Figure 1. Selected gate families.
Drawn at 3 px/um.
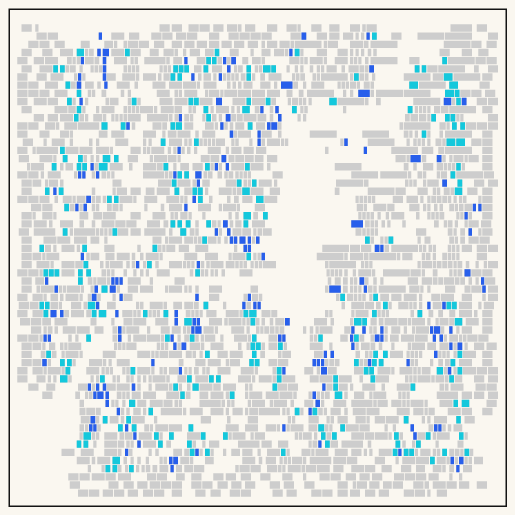
Figure 2. Clock routing.
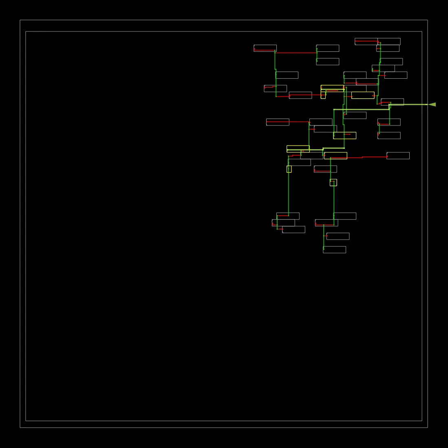
Figure 3. Cell area per tile.
Drawn at 1.5 px/um. 17 x 17 tiles, from dark purple (low) to yellow (high), 0 to 100% covered.
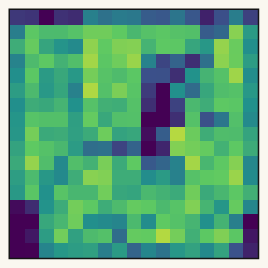
**src/rtl/render_pkg.sv**
```systemverilog
// Shared rendering constants and the animation sequencer state type for the
// VGA sprite path.
package render_pkg;

   localparam int COLOR_W = 12;
   localparam int COORD_W = 10;

   localparam logic [COLOR_W-1:0] BLACK       = 12'h000;
   localparam logic [COLOR_W-1:0] TRANSPARENT = 12'hF0F;
   localparam logic [COLOR_W-1:0] BG_COLOR    = 12'h000;

   typedef enum logic {
      IDLE,
      PLAY
   } anim_state_t;

endpackage

```
**src/rtl/sprite_anim_seq.sv**
```systemverilog
// Per-layer animation frame sequencer: free-running loop mode or triggered
// one-shot mode with a busy flag and a completion pulse.
module sprite_anim_seq
   import render_pkg::*;
#(
   parameter int FRAME_W = 2
) (
   input  logic               clk,
   input  logic               reset,
   input  logic               tick,
   input  logic               en,
   input  logic               oneshot,
   input  logic               start,
   input  logic [FRAME_W-1:0] last,
   output logic [FRAME_W-1:0] frame,
   output logic               busy,
   output logic               done
);

   anim_state_t        state, state_n;
   logic [FRAME_W-1:0] frame_n;
   logic               done_n;

   always_ff @(posedge clk or negedge reset) begin
      if (!reset) begin
         state <= IDLE;
         frame <= '0;
         done  <= 1'b0;
      end else begin
         state <= state_n;
         frame <= frame_n;
         done  <= done_n;
      end
   end

   // Priority: disable, then mode, then start, then tick.
   always_comb begin
      state_n = state;
      frame_n = frame;
      done_n  = 1'b0;
      if (!en) begin
         state_n = IDLE;
         frame_n = '0;
      end else if (!oneshot) begin
         if (state == PLAY) begin
            state_n = IDLE;
            frame_n = '0;
         end else if (tick) begin
            frame_n = (frame >= last) ? '0 : frame + 1'b1;
         end
      end else if (start) begin
         state_n = PLAY;
         frame_n = '0;
      end else if (state == PLAY) begin
         if (tick) begin
            if (frame < last) begin
               frame_n = frame + 1'b1;
            end else begin
               state_n = IDLE;
               frame_n = '0;
               done_n  = 1'b1;
            end
         end
      end else begin
         frame_n = '0;
      end
   end

   assign busy = (state == PLAY);

endmodule

```
**src/rtl/sprite_compositor.sv**
```systemverilog
// N-layer sprite compositor: box hit test and ROM addressing, one pipeline
// stage aligned with ROM data, then priority/colour-key merge into rgb.
module sprite_compositor #(
   parameter int                   NUM_LAYERS  = 4,
   parameter int                   COLOR_W     = render_pkg::COLOR_W,
   parameter int                   COORD_W     = render_pkg::COORD_W,
   parameter int                   FRAME_W     = 2,
   parameter logic [COLOR_W-1:0]   TRANSPARENT = render_pkg::TRANSPARENT,
   parameter logic [COLOR_W-1:0]   BG_COLOR    = render_pkg::BG_COLOR
) (
   input  logic                            clk,
   input  logic                            reset,
   input  logic                            tick,
   input  logic                            bright,
   input  logic [COORD_W-1:0]              h_count,
   input  logic [COORD_W-1:0]              v_count,
   input  logic [NUM_LAYERS-1:0]           layer_en,
   input  logic [NUM_LAYERS*COORD_W-1:0]   layer_x,
   input  logic [NUM_LAYERS*COORD_W-1:0]   layer_y,
   input  logic [NUM_LAYERS*COORD_W-1:0]   layer_w,
   input  logic [NUM_LAYERS*COORD_W-1:0]   layer_h,
   input  logic [NUM_LAYERS*FRAME_W-1:0]   layer_last,
   input  logic [NUM_LAYERS-1:0]           layer_oneshot,
   input  logic [NUM_LAYERS-1:0]           anim_start,
   output logic [NUM_LAYERS*COORD_W-1:0]   rom_row,
   output logic [NUM_LAYERS*COORD_W-1:0]   rom_col,
   output logic [NUM_LAYERS*FRAME_W-1:0]   rom_frame,
   input  logic [NUM_LAYERS*COLOR_W-1:0]   rom_data,
   output logic [NUM_LAYERS-1:0]           anim_busy,
   output logic [NUM_LAYERS-1:0]           anim_done,
   output logic [COLOR_W-1:0]              rgb
);

   import render_pkg::*;

   logic [NUM_LAYERS-1:0] hit_p0;
   logic [NUM_LAYERS-1:0] hit_p1;
   logic                  bright_p1;
   logic [COLOR_W-1:0]    pix_sel_p1;

   // One extra bit keeps lo+len from wrapping at the right/bottom edge.
   function automatic logic span_hit(input logic [COORD_W-1:0] pos,
                                     input logic [COORD_W-1:0] lo,
                                     input logic [COORD_W-1:0] len);
      return ({1'b0, pos} >= {1'b0, lo}) &&
             ({1'b0, pos} <  ({1'b0, lo} + {1'b0, len}));
   endfunction

   for (genvar g = 0; g < NUM_LAYERS; g++) begin : g_layer
      assign rom_row[g*COORD_W +: COORD_W] = v_count - layer_y[g*COORD_W +: COORD_W];
      assign rom_col[g*COORD_W +: COORD_W] = h_count - layer_x[g*COORD_W +: COORD_W];

      assign hit_p0[g] = layer_en[g] &&
                         span_hit(h_count, layer_x[g*COORD_W +: COORD_W],
                                  layer_w[g*COORD_W +: COORD_W]) &&
                         span_hit(v_count, layer_y[g*COORD_W +: COORD_W],
                                  layer_h[g*COORD_W +: COORD_W]);

      sprite_anim_seq #(
         .FRAME_W (FRAME_W)
      ) u_seq (
         .clk     (clk),
         .reset   (reset),
         .tick    (tick),
         .en      (layer_en[g]),
         .oneshot (layer_oneshot[g]),
         .start   (anim_start[g]),
         .last    (layer_last[g*FRAME_W +: FRAME_W]),
         .frame   (rom_frame[g*FRAME_W +: FRAME_W]),
         .busy    (anim_busy[g]),
         .done    (anim_done[g])
      );
   end

   // ---- stage p0 -> p1: hit flags and blanking, aligned with rom_data
   always_ff @(posedge clk or negedge reset) begin
      if (!reset) begin
         hit_p1    <= '0;
         bright_p1 <= 1'b0;
      end else begin
         hit_p1    <= hit_p0;
         bright_p1 <= bright;
      end
   end

   // Scan from the lowest priority upward so the lowest index wins.
   always_comb begin
      pix_sel_p1 = BG_COLOR;
      for (int i = NUM_LAYERS - 1; i >= 0; i--) begin
         if (hit_p1[i] && (rom_data[i*COLOR_W +: COLOR_W] != TRANSPARENT)) begin
            pix_sel_p1 = rom_data[i*COLOR_W +: COLOR_W];
         end
      end
   end

   // ---- stage p1 -> p2: registered output colour
   always_ff @(posedge clk or negedge reset) begin
      if (!reset) begin
         rgb <= BLACK;
      end else begin
         rgb <= bright_p1 ? pix_sel_p1 : BLACK;
      end
   end

endmodule

```
**config.mk**
```make
export PLATFORM = sky130hd
export DESIGN_NAME = sprite_compositor
export DESIGN_NICKNAME = d
export VERILOG_FILES = /design/src/rtl/render_pkg.sv /design/src/rtl/sprite_anim_seq.sv /design/src/rtl/sprite_compositor.sv
export SDC_FILE = /design/constraint.sdc
export NUM_CORES = 1
export LEC_CHECK = 0
export ABC_AREA = 1
export CORE_MARGIN = 2
export CORE_UTILIZATION = 44
export CTS_CLUSTER_SIZE = 25
export DETAILED_ROUTE_END_ITERATION = 8
export GPL_TIMING_DRIVEN = 0
export PLACE_DENSITY = 0.82
export SLEW_MARGIN = 20
export SYNTH_ARGS = -nofsm -noshare
export SYNTH_HDL_FRONTEND = slang
export SYNTH_HIERARCHICAL = 1
export SYNTH_SLANG_ARGS = --single-unit
```
**constraint.sdc**
```tcl
create_clock -name clk -period 5.5 [get_ports clk]
set_input_delay 0.55 -clock clk [delete_from_list [all_inputs] [get_ports clk]]
set_output_delay 0.55 -clock clk [all_outputs]
set_load 0.005 [all_outputs]
```
==> results.ini <==
[cts]
cts_buffers=5
clk_path_buf_depth=2
cts.clk_slew.worst_paths_ns=0.06
ctsHoldBuffers=0
tritoncts=yes
cts_repair_resize_count=0
cts.htree.levels=2
clock_latency_ns=0.27

[synth]
syn_inst=1828
yosys.cell_types.count=38
synth_flops=33
synth_area_um2=11400
synth-edff-count=0
synthFlopType=dfrtp_1
topCellsByArea=ha_1 26%, nand2_1 16%, inv_1 10%, dfrtp_1 7.2%, xor2_1 6.5%
async_reset_ff_frac=1.00
synth-area-yosys_um2=11400
syn_nets=2336

[place]
place_area_um2=15400
dp_cells=2518
dpl.hpwl_mm=33.9
place_ws_ns=1.27

[final_timing]
worst_slew_pin_slew_ns=0.746
whs_ns=0.106
timing.final.ws_setup_ns=1.22
rsz0062_at_grt=false
tns_ns=0
clock.fmax_ghz=0.233
hold_viol=0
layout_min_cycle_time_ns=4.28

[floorplan]
fp-utilization=0.451
fp.dieH_um=165
std_cell_rows=58
ios=360
taps=330
die_x_um=165

[power]
pwr-share-clk=0.108
combPwrFrac=0.767
power_density_nw_per_um2=159
pwr-share-seq=0.124
switching_share=0.450
power.leakage_nw=8.17
vdd_drop_max_mv=0.133

[layout]
antenna_cells=8
comb_share=0.599
flop_area_um2=826
nets=2703
buf_share=0.234
inv_count=319
lay_top_cells=478 x nand2_1, 358 x clkdlybuf4s50_1, 304 x inv_1
clkCellAreaFrac=0.00914
logic_area_um2=9350
largestClassByArea=combinational gates
lay_top_count=nand2_1
fin_util=0.616

[grt]
grt_pass1_wl_mm=59.8
busiest_layer=met2
use_met1=0.320
grt_max_degree=29
grt-ovfl-total=0
first_global_vias=12600

[setup_path]
critical_path.slowest_cell=clkdlybuf4s50_1
crit_start=h_count[1]
worst_setup_path_end_kind=primary output
critical_path_arrival_ns=3.73
critPathKind=in2out
rr_startpoint=hit_p1[2]
reg2reg_depth=7
cpMostUsedCell=clkdlybuf4s50_1
cp_max_fo=9
path_cells=clkdlybuf4s50_1, inv_1, fa_1, o21a_1, o21ai_1, nand3_1, nand2_1, xor2_1, clkdlybuf4s50_1
crit_path_end=rom_col[28]
cp_num_buf_inv=3

[status]
status=complete, no violations

[flow_run]
max_cap_viol_count=0
tool_warnings=26

[route]
via_per_inst=5.22
wl_per_cell_um=15.5
met3WireLength_mm=2.93
drtAntennaViolNets=0
via_count=13200

-- Figure 1 (at the start) --
color	family	cells	where
cyan	inverting AOI/OAI gates	234	all over the die
blue	NOR gates	185	all over the die

-- Figure 2 (at the start) --
clock buf count: 5
Flops: 33
Sink Count: 33
clk_skew: 0.00641 ns

-- Figure 3 (at the start) --
tiles over 75% full	17%
mean over tiles	56%
nearly empty tiles	4.2%
fullest tile	89%

## power groups by stage
stage	clock network (mW)	registers, mW	logic (mW)
3_5_place_dp	0	0.312	1.88
3_3_place_gp	0	0.310	1.84
6_report	0.269	0.308	1.90
4_1_cts	0.274	0.308	1.90
5_1_grt	0.286	0.312	2.12
2_1_floorplan	0	0.304	1.08
## cells by family after synthesis
kind of cell,after synthesis,share of synthesized area
simple gates,839,0.312
buf+inv,326,0.109
fa+ha+maj,256,0.291
compound gates,246,0.118
xor+xnor,128,0.0981
flops,33,0.0723
## registers in the layout, indices dropped and copies added (netlist names)
| name | count |
|---|---|
| bright_p1 | 1 |
| g_layer.u_seq/done | 4 |
| g_layer.u_seq/busy | 4 |
| hit_p1 | 4 |
| g_layer.u_seq/frame | 8 |
| rgb | 12 |
Power and IR drop assume default switching activity.
